route_heat.png
Scale bar: 50 µm. The die is cut into 30 by 31 equal tiles; white is low, dark blue is high, scaled to the fullest tile. Values are wire area over tile area, all layers added.
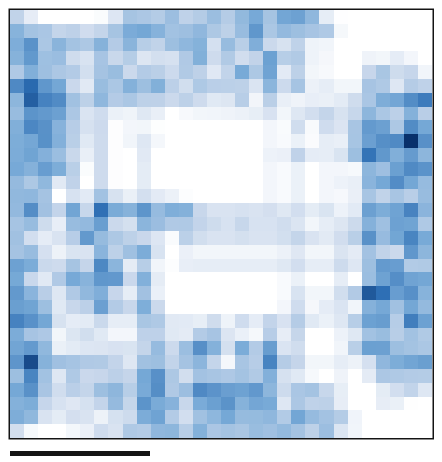
m3.png
Cells faint in the background.
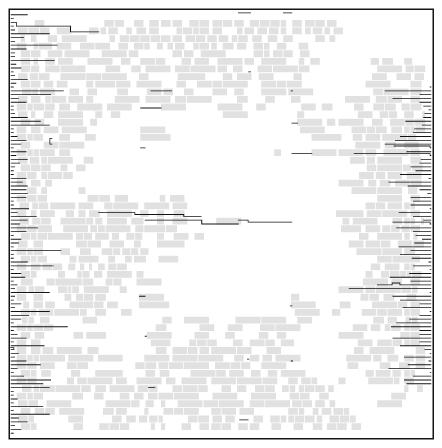
clock_wires.png
Scale bar: 50 µm.
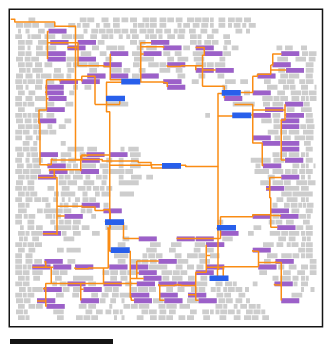
Design mem_stage, sky130hd; sources not shown.
==> results.json <==
{
  "outcome": "finished with violations",
  "violations": "setup timing",
  "syn_avg_cell_area_um2": 12.9,
  "edf_count": 0,
  "dr_wl_met2_um": 9540,
  "dieHeight_um": 153,
  "dieArea_um2": 23100,
  "gp_congestion": 0.758,
  "crit_chain": "buf_6 > nor4b_4 > o2111ai_4 > buf_12 > buf_6 > and4_1 > buf_2",
  "wirelength_met1_um": 7420,
  "holdBufCountCts": 7,
  "use_met2": 0.285,
  "fin_nets": 974,
  "highest_layer": "met4",
  "synthesis.area_um2": 5160,
  "ys_ff": 102,
  "grt_setup_unrepaired": "yes",
  "crit_path_frequent_cell": "buf_6",
  "whs_ps": 94.7,
  "antenna_found_initial": 0,
  "xor_share": 0,
  "sh_seq_area": 0.248,
  "top_logic_kind": "multiplexers",
  "drv_slew": 0,
  "finalSetupViolations": 142,
  "post_cts_buffers": 29,
  "finalCoreUtilization": 0.479,
  "switchingPower_mw": 1.99,
  "comb_cells": 240,
  "cts_tree": "yes",
  "clock_sinks": 102,
  "dr.first_iter.drc_count": 109,
  "first_pass_iters": 4,
  "ys_cells": 399,
  "common_cells": "dfrtp_1 (102), and2_1 (101), mux2_4 (49)",
  "drive_gt1_frac": 0.352,
  "final_cell_mix": "clkdlybuf4s50_1 (306), dfrtp_1 (102), mux2_4 (82), and2_1 (76), buf_6 (51)",
  "synth-main-ff-cell": "dfrtp_1",
  "layout.cells.non_filler": 1079,
  "sh_comb_area": 0.244,
  "postSynthSeqShare": 0.494,
  "yosysWarnings": 0,
  "max-vdd-ir-drop_v": 0.000516,
  "grt_usage": 0.159,
  "p_int_mw": 6.19,
  "core_um2": 21500,
  "comb_area_um2": 2510,
  "power_leader": "registers",
  "worst_slack_ps": -540,
  "grt_overflow": 0,
  "grt_use_met1": 0.187,
  "finalHoldViolations": 0,
  "grt_max_degree": 28,
  "ff_count": 102,
  "swShare": 0.244,
  "nFillCells": 1921,
  "cp_slowest_cell": "dfrtp_1",
  "post_dp_cell_area_um2": 9030,
  "mux_area_frac": 0.243,
  "drc": 0,
  "path_buffers": 4,
  "die_w_um": 151,
  "yosys.area_share.adder": 0,
  "setup_tns_ps": -51340,
  "finalInstanceArea_um2": 10300,
  "buffers": 441,
  "cts_root_buf": "clkbuf_16",
  "crit_family": "buffers and inverters",
  "grt.busiest_layer": "met2",
  "routed_via_density": 4.19,
  "io_pins": 387,
  "crit_required_ps": 1430,
  "cp_data_arrival_time_ps": 1970,
  "antenna_left": 0,
  "diodes": 0,
  "timing.final.crit_share": 1.34
}
Notes on route_heat.png above:
tiles over half the peak	13%
nearly empty tiles	15%
mean over tiles	0.13
via count: 4523
total routed wirelength: 18500 µm
wire length per cell: 17.2 µm

Notes on m3.png above:
longest straight run	29.2 µm
wire length on this layer	1290 µm
nets with wire on the layer	197
main direction	horizontal
share of all routed wire	7.0%
GRT met3 Usage: 0.0361

Notes on clock_wires.png above:
[orange] clock wires | length: 1460 µm
[purple] flip-flops | count: 102
[blue] clock-net drivers | count: 9
routed clock nets	10
Clk pwr share: 0.313
Final Skew: 14.1 ps
clk latency late pin: 350 ps
Clk power: 2.56 mW

Power is estimated from default activity; no workload was simulated.
